### src/rtl/matmul_ktile_sequencer.sv
// K-tile sequencer for the matrix multiply-accumulate unit.
// Streams A/B tiles of one job into a single MAC, feeding each returned D back
// as the C operand of the next tile, and emits the final D on a result channel.
// A small protocol checker sits alongside the sequencer and is bound in below.

module matmul_ktile_sequencer_chk (
    input logic clk_i,
    input logic rst_i,
    input logic mac_valid_o,
    input logic mac_ready_i,
    input logic mac_valid_i,
    input logic mac_ready_o,
    input logic res_valid_o,
    input logic res_ready_i
);

    // A MAC response may only arrive while the sequencer can accept it (IDLE or WAIT).
    a_rsp_when_ready: assert property (@(posedge clk_i) disable iff (rst_i)
        mac_valid_i |-> mac_ready_o);

    // A raised MAC request is held until it is taken.
    a_req_hold: assert property (@(posedge clk_i) disable iff (rst_i)
        (mac_valid_o && !mac_ready_i) |=> mac_valid_o);

    // A raised result is held until it is taken.
    a_res_hold: assert property (@(posedge clk_i) disable iff (rst_i)
        (res_valid_o && !res_ready_i) |=> res_valid_o);

endmodule

module matmul_ktile_sequencer #(
    parameter int M    = 2,
    parameter int N    = 2,
    parameter int K    = 2,
    parameter int P    = 8,
    parameter int KT_W = 8
) (
    input  logic                            clk_i,
    input  logic                            rst_i,
    input  logic [KT_W-1:0]                 num_ktiles_i,
    input  logic [M-1:0][N-1:0][4*P-1:0]    bias_i,
    input  logic                            tile_valid_i,
    output logic                            tile_ready_o,
    input  logic [M-1:0][K-1:0][P-1:0]      tile_A_i,
    input  logic [K-1:0][N-1:0][P-1:0]      tile_B_i,
    output logic                            mac_valid_o,
    input  logic                            mac_ready_i,
    output logic [M-1:0][K-1:0][P-1:0]      mac_A_o,
    output logic [K-1:0][N-1:0][P-1:0]      mac_B_o,
    output logic [M-1:0][N-1:0][4*P-1:0]    mac_C_o,
    input  logic                            mac_valid_i,
    output logic                            mac_ready_o,
    input  logic [M-1:0][N-1:0][4*P-1:0]    mac_D_i,
    output logic                            res_valid_o,
    input  logic                            res_ready_i,
    output logic [M-1:0][N-1:0][4*P-1:0]    res_D_o,
    output logic                            busy_o,
    output logic [KT_W-1:0]                 tiles_left_o
);

    typedef enum logic [2:0] {
        S_IDLE  = 3'd0,
        S_ISSUE = 3'd1,
        S_WAIT  = 3'd2,
        S_FETCH = 3'd3,
        S_DONE  = 3'd4
    } state_t;

    localparam logic [KT_W-1:0] KT_ZERO = {KT_W{1'b0}};
    localparam logic [KT_W-1:0] KT_ONE  = {{(KT_W-1){1'b0}}, 1'b1};

    state_t                         state_r;
    state_t                         state_s;
    logic [M-1:0][N-1:0][4*P-1:0]   acc_r;
    logic [KT_W-1:0]                tiles_left_r;
    logic [KT_W-1:0]                first_left_s;
    logic                           tile_hs_s;
    logic                           req_hs_s;
    logic                           rsp_hs_s;
    logic                           res_hs_s;

    assign tile_hs_s = tile_valid_i & tile_ready_o;
    assign req_hs_s  = mac_valid_o  & mac_ready_i;
    assign rsp_hs_s  = mac_valid_i  & mac_ready_o;
    assign res_hs_s  = res_valid_o  & res_ready_i;

    // A tile count of zero is run as a single tile.
    assign first_left_s = (num_ktiles_i == KT_ZERO) ? KT_ZERO : (num_ktiles_i - KT_ONE);

    assign res_D_o      = acc_r;
    assign tiles_left_o = tiles_left_r;

    // Next-state decode; a response seen in IDLE is a leftover from an aborted job and is dropped.
    always_comb begin
        state_s = state_r;
        case (state_r)
            S_IDLE: begin
                if (tile_hs_s) state_s = S_ISSUE;
                else           state_s = S_IDLE;
            end
            S_ISSUE: begin
                if (req_hs_s) state_s = S_WAIT;
                else          state_s = S_ISSUE;
            end
            S_WAIT: begin
                if (rsp_hs_s) begin
                    if (tiles_left_r == KT_ZERO) state_s = S_DONE;
                    else                         state_s = S_FETCH;
                end else begin
                    state_s = S_WAIT;
                end
            end
            S_FETCH: begin
                if (tile_hs_s) state_s = S_ISSUE;
                else           state_s = S_FETCH;
            end
            S_DONE: begin
                if (res_hs_s) state_s = S_IDLE;
                else          state_s = S_DONE;
            end
            default: state_s = S_IDLE;
        endcase
    end

    // State register.
    always_ff @(posedge clk_i) begin
        if (rst_i) state_r <= S_IDLE;
        else       state_r <= state_s;
    end

    // Handshake/status outputs registered from the next state so they track state_r exactly.
    always_ff @(posedge clk_i) begin
        if (rst_i) begin
            tile_ready_o <= 1'b1;
            mac_valid_o  <= 1'b0;
            mac_ready_o  <= 1'b1;
            res_valid_o  <= 1'b0;
            busy_o       <= 1'b0;
        end else begin
            tile_ready_o <= (state_s == S_IDLE) || (state_s == S_FETCH);
            mac_valid_o  <= (state_s == S_ISSUE);
            mac_ready_o  <= (state_s == S_IDLE) || (state_s == S_WAIT);
            res_valid_o  <= (state_s == S_DONE);
            busy_o       <= (state_s != S_IDLE);
        end
    end

    // Operand, accumulator and tile-counter registers; C comes from bias on the first tile, else from the last D.
    always_ff @(posedge clk_i) begin
        if (rst_i) begin
            mac_A_o      <= '0;
            mac_B_o      <= '0;
            mac_C_o      <= '0;
            acc_r        <= '0;
            tiles_left_r <= KT_ZERO;
        end else begin
            case (state_r)
                S_IDLE: begin
                    if (tile_hs_s) begin
                        mac_A_o      <= tile_A_i;
                        mac_B_o      <= tile_B_i;
                        mac_C_o      <= bias_i;
                        tiles_left_r <= first_left_s;
                    end
                end
                S_WAIT: begin
                    if (rsp_hs_s) acc_r <= mac_D_i;
                end
                S_FETCH: begin
                    if (tile_hs_s) begin
                        mac_A_o      <= tile_A_i;
                        mac_B_o      <= tile_B_i;
                        mac_C_o      <= acc_r;
                        tiles_left_r <= tiles_left_r - KT_ONE;
                    end
                end
                default: begin
                end
            endcase
        end
    end

    matmul_ktile_sequencer_chk u_chk (
        .clk_i       (clk_i),
        .rst_i       (rst_i),
        .mac_valid_o (mac_valid_o),
        .mac_ready_i (mac_ready_i),
        .mac_valid_i (mac_valid_i),
        .mac_ready_o (mac_ready_o),
        .res_valid_o (res_valid_o),
        .res_ready_i (res_ready_i)
    );

endmodule
### config.mk
export PLATFORM = sky130hd
export DESIGN_NAME = matmul_ktile_sequencer
export DESIGN_NICKNAME = d
export VERILOG_FILES = /design/src/rtl/matmul_ktile_sequencer.sv
export SDC_FILE = /design/constraint.sdc
export NUM_CORES = 1
export LEC_CHECK = 0
export ABC_AREA = 0
export CAP_MARGIN = 10
export CORE_AREA = 2 2 258 260
export CTS_CLUSTER_DIAMETER = 200
export DETAILED_ROUTE_END_ITERATION = 16
export DIE_AREA = 0 0 260 262
export HOLD_SLACK_MARGIN = 0.02
export PLACE_DENSITY = 0.56
export SYNTH_ARGS = -nofsm -noshare
export SYNTH_HDL_FRONTEND = slang
export SYNTH_SLANG_ARGS = --single-unit
### constraint.sdc
create_clock -name clk_i -period 3.5 [get_ports clk_i]
set_clock_uncertainty 0.2 [all_clocks]
set_input_delay 0.525 -clock clk_i [delete_from_list [all_inputs] [get_ports clk_i]]
set_output_delay 0.525 -clock clk_i [all_outputs]
set_load 0.02 [all_outputs]
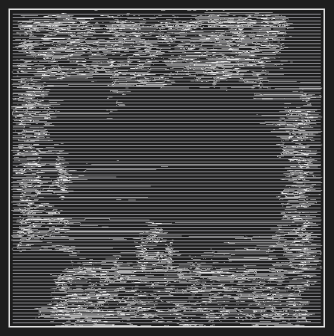
(run_1/layer_met1.png)
Supply wires on this layer in gray.
share of all routed wire: 41%
nets with wire on the layer: 2348
wire length on this layer: 23.3 mm
main direction: horizontal
longest straight run: 175 microns

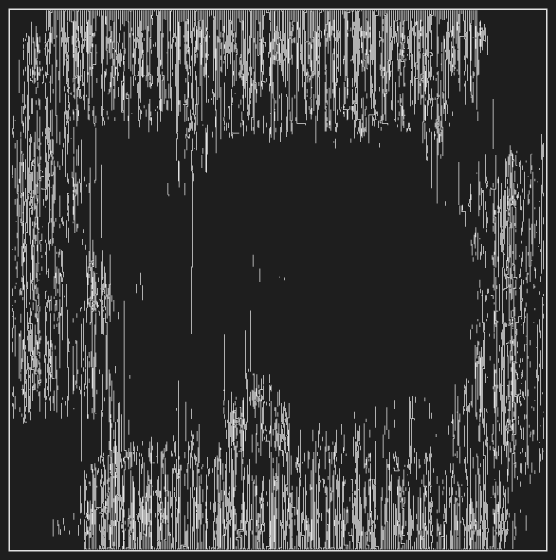
(run_1/layer_met2.png)
wire length on this layer: 28.3 mm
longest straight run: 81.6 microns

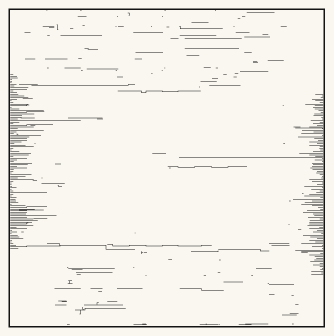
(run_1/layer_met3.png)
longest straight run: 119 microns
main direction: horizontal
share of all routed wire: 6.7%
nets with wire on the layer: 297
wire length on this layer: 3800 microns

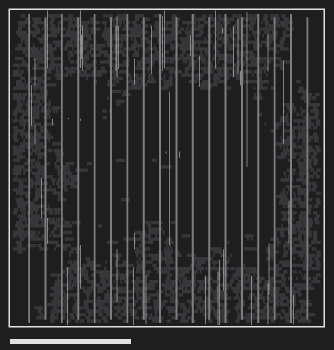
(run_1/layer_met4.png)
Bar = 100 microns. Supply wires on this layer in gray. Cells faint in the background.
main direction: vertical
share of all routed wire: 2.9%
wire length on this layer: 1690 microns

==> results.cfg, run 1 <==
; implementation run metrics
[layout]
count_of_inserted_antenna_diode_cells = 3
num-multi-input-gates = 1189
logic_gate_fraction_of_the_total_cell_area_pct = 25.8
num-nets-final = 2601
ff_latch_area_sq_um = 6730
combGateArea_sq_um = 5610
filler_cell_count = 6829
layout.cells.most_common = sky130_fd_sc_hd__clkdlybuf4s50_1
post-route-util_pct = 33.3
inverters_non_clock = 4

[setup_path]
crit_family = simple AND/OR/NAND/NOR gates
worstSetupEndpoint = tile_ready_o
r2r_cells = 5
worst_r2r_endpoint = tile_ready_o
max_stage_delay_ns = 0.58
path_depth = 5
timing.critical_path.fanout_max = 31
timing_worst_setup_path_type = flip-flop to flip-flop
crit-reg2reg-launch = state_r[1]
reg2reg_setup_slack_ns = 0.90
timing.critical_path.to_type = flip-flop

[detailed_routing]
drt.antenna.violating_nets = 0
avgViaCountPerCell = 4.40
drt_iter0_markers = 799
drc = 0
wl_per_cell_microns = 18.1
number_of_search_and_repair_iterations_in_the_first_detailed_routing_pass = 5
detail_route.wirelength_microns = 57100
top_layer = met5

[global_routing]
globalRouteMet1Util_pct = 18.8
grt_pass1_wl_microns = 82200
gr_usage_total_pct = 15.5
grt_antenna_before_repair = 7
layer_with_the_highest_usage = met2
gr-usage-met2_pct = 26.6

[clocking]
root_buffer_selected_by_cts = sky130_fd_sc_hd__clkbuf_16
cts.sinks = 336
cts_repair_resize_count = 0
cts-root-to-sink-buffers = 3
h-tree-depth = 2
cts_tree = built

[sta]
tightestPinTransition_ns = 0.792
period_used_pct = 74.2
hold-worst-slack_ns = 0.252
timing.final.ws_setup_ns = 0.903
rsz0062_at_grt = false
fmaxAchievable_mhz = 385
tns_ns = 0
maxSlewViolCount = 0

[place]
placedInstanceArea_sq_um = 20500
placed_cells = 3086
placement.setup.worst_slack_ns = 0.722
place.detailed.hpwl_microns = 41500

[job]
max_cap_viol_count = 0
warnings = 31

[floorplanning]
io_pins = 667
die_width_microns = 260
row_count = 94
die_height_microns = 262
design.die.area_sq_um = 68100

[logic_synthesis]
netlist_area_sq_um = 12900
synth_top_cell_by_area = sky130_fd_sc_hd__dfxtp_1
synthTopCellsByCount = 650 x sky130_fd_sc_hd__nand2_1, 336 x sky130_fd_sc_hd__dfxtp_1, 199 x sky130_fd_sc_hd__a21oi_1, 148 x sky130_fd_sc_hd__nor2_1, 128 x sky130_fd_sc_hd__a311oi_1
syn_avg_cell_area_sq_um = 7.73
postSynth.asyncResetShare_pct = 0
post_synth_ao_oa_area_fraction_pct = 17.8
synth-edff-count = 0
yosys_register_bits = 336
top_logic_kind = simple AND/OR/NAND/NOR gates
ys_sh_xor_pct = 0.406
post_synth_num_cell_types = 41
synthMuxAreaShare_pct = 0.0871
yosys_stat_area_sq_um = 12900
part_of_the_yosys_area_used_for_sequential_elements_pct = 52.0
yosysWarnings = 0

[power]
p_switching_mw = 3.07
power_leakage_nw = 7.61
internal_power_mw = 7.76
irDropWorstVdd_mv = 0.340

[hold_path]
timing.hold.worst_path_depth = 2
min_to = mac_A_o[16]
hold_path_startpoint = mac_A_o[16]

[outcome]
outcome = finished clean
==> run_1/clocks.png <==
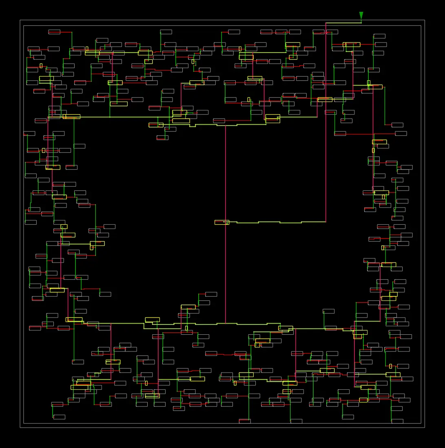

## Run 2: what changed since run 1
CORE_AREA = 2 2 260 262   (was 2 2 258 260)
DIE_AREA = 0 0 262 264   (was 0 0 260 262)
PLACE_DENSITY = 0.55   (was 0.56)
clock period = 2.6 ns   (was 3.5 ns; I/O delays follow)
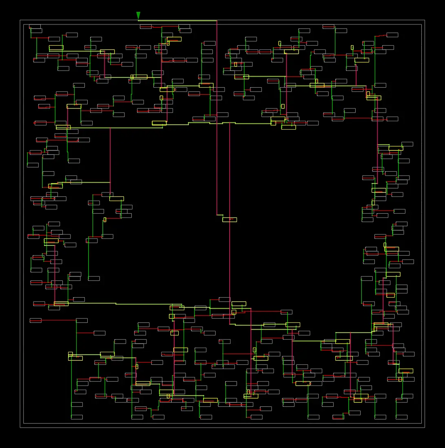
(run_2/clocks.png)
number of sinks driven by the clock tree: 336
number of clock buffer instances in the layout: 55
clock network power consumption: 5.32 mW
number of clock buffers inserted by TritonCTS: 41
sequential cell count: 336

==> run 2 against run 1 <==
  * Worst hold slack worse by 0.071 ns
  * Die area grew 1.5%
  * Critical endpoint is now tiles_left_o[0]
  * Non-clock buffer count grew 25
  * Via count up 1.1%
  * Sequential share of layout area is 0.38 points lower
  * Combinational power grew 39%
  * Clock power increased by 27%
  * First-iteration DRC count decreased by 0.25%
  * Cell area is 1.2% higher
  * Cell count up 1.0%
==> results.cfg, run 2 <==
; implementation run metrics
[detailed_routing]
drt_iter0_markers = 797
drc = 0
number_of_search_and_repair_iterations_in_the_first_detailed_routing_pass = 5
top_layer = met4
avgViaCountPerCell = 4.41
detail_route.wirelength_microns = 57200
drt.antenna.violating_nets = 0
wl_per_cell_microns = 17.9

[floorplanning]
row_count = 95
die_height_microns = 264
design.die.area_sq_um = 69200
die_width_microns = 262

[global_routing]
layer_with_the_highest_usage = met2
grt_pass1_wl_microns = 83600
grt_antenna_before_repair = 5
gr_usage_total_pct = 15.6

[layout]
post-route-util_pct = 33.1
combGateArea_sq_um = 5610
inverters_non_clock = 4
count_of_inserted_antenna_diode_cells = 4
num-multi-input-gates = 1189
filler_cell_count = 6995

[logic_synthesis]
top_logic_kind = simple AND/OR/NAND/NOR gates
postSynth.asyncResetShare_pct = 0
synthTopCellsByCount = 650 x sky130_fd_sc_hd__nand2_1, 336 x sky130_fd_sc_hd__dfxtp_1, 199 x sky130_fd_sc_hd__a21oi_1, 148 x sky130_fd_sc_hd__nor2_1, 128 x sky130_fd_sc_hd__a311oi_1
part_of_the_yosys_area_used_for_sequential_elements_pct = 52.0
yosys_register_bits = 336
synth_top_cell_by_area = sky130_fd_sc_hd__dfxtp_1
post_synth_num_cell_types = 41
yosysWarnings = 0
ys_sh_xor_pct = 0.406
yosys_stat_area_sq_um = 12900
syn_avg_cell_area_sq_um = 7.73
netlist_area_sq_um = 12900
synthMuxAreaShare_pct = 0.0871

[setup_path]
worst_r2r_endpoint = tile_ready_o
max_stage_delay_ns = 0.79
worstSetupEndpoint = tiles_left_o[0]
crit-reg2reg-launch = tiles_left_o[0]
timing_worst_setup_path_type = flip-flop to output pin
path_depth = 1
timing.critical_path.to_type = output pin
crit_family = buffers and inverters
r2r_cells = 9

[outcome]
outcome = finished clean

[job]
warnings = 33
max_cap_viol_count = 0

[clocking]
cts_tree = built
root_buffer_selected_by_cts = sky130_fd_sc_hd__clkbuf_16
h-tree-depth = 2

[power]
internal_power_mw = 10.2
irDropWorstVdd_mv = 0.375
power_leakage_nw = 7.73

[sta]
fmaxAchievable_mhz = 423
timing.final.ws_setup_ns = 0.237
tightestPinTransition_ns = 0.806
hold-worst-slack_ns = 0.181
rsz0062_at_grt = false
maxSlewViolCount = 0
period_used_pct = 90.9

[place]
placement.setup.worst_slack_ns = 0.118
placed_cells = 3119
place.detailed.hpwl_microns = 41900
placedInstanceArea_sq_um = 20800

[hold_path]
hold_path_startpoint = tile_B_i[8]
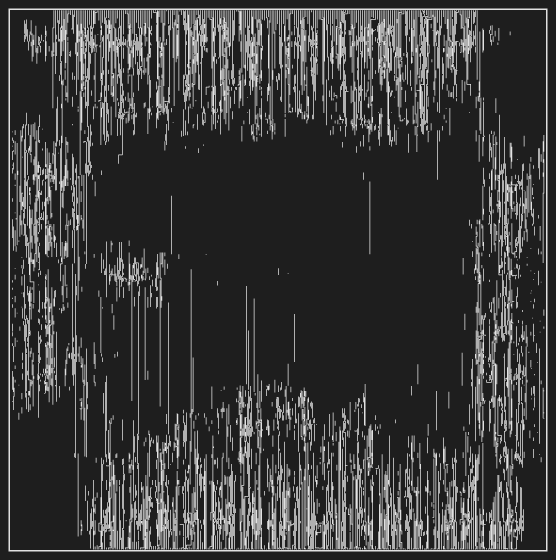
(run_2/layer_met2.png)
nets with wire on the layer: 2165
main direction: vertical
wire length on this layer: 27.8 mm
share of all routed wire: 49%

No activity file was given, so power comes from the tool's default toggle rates.
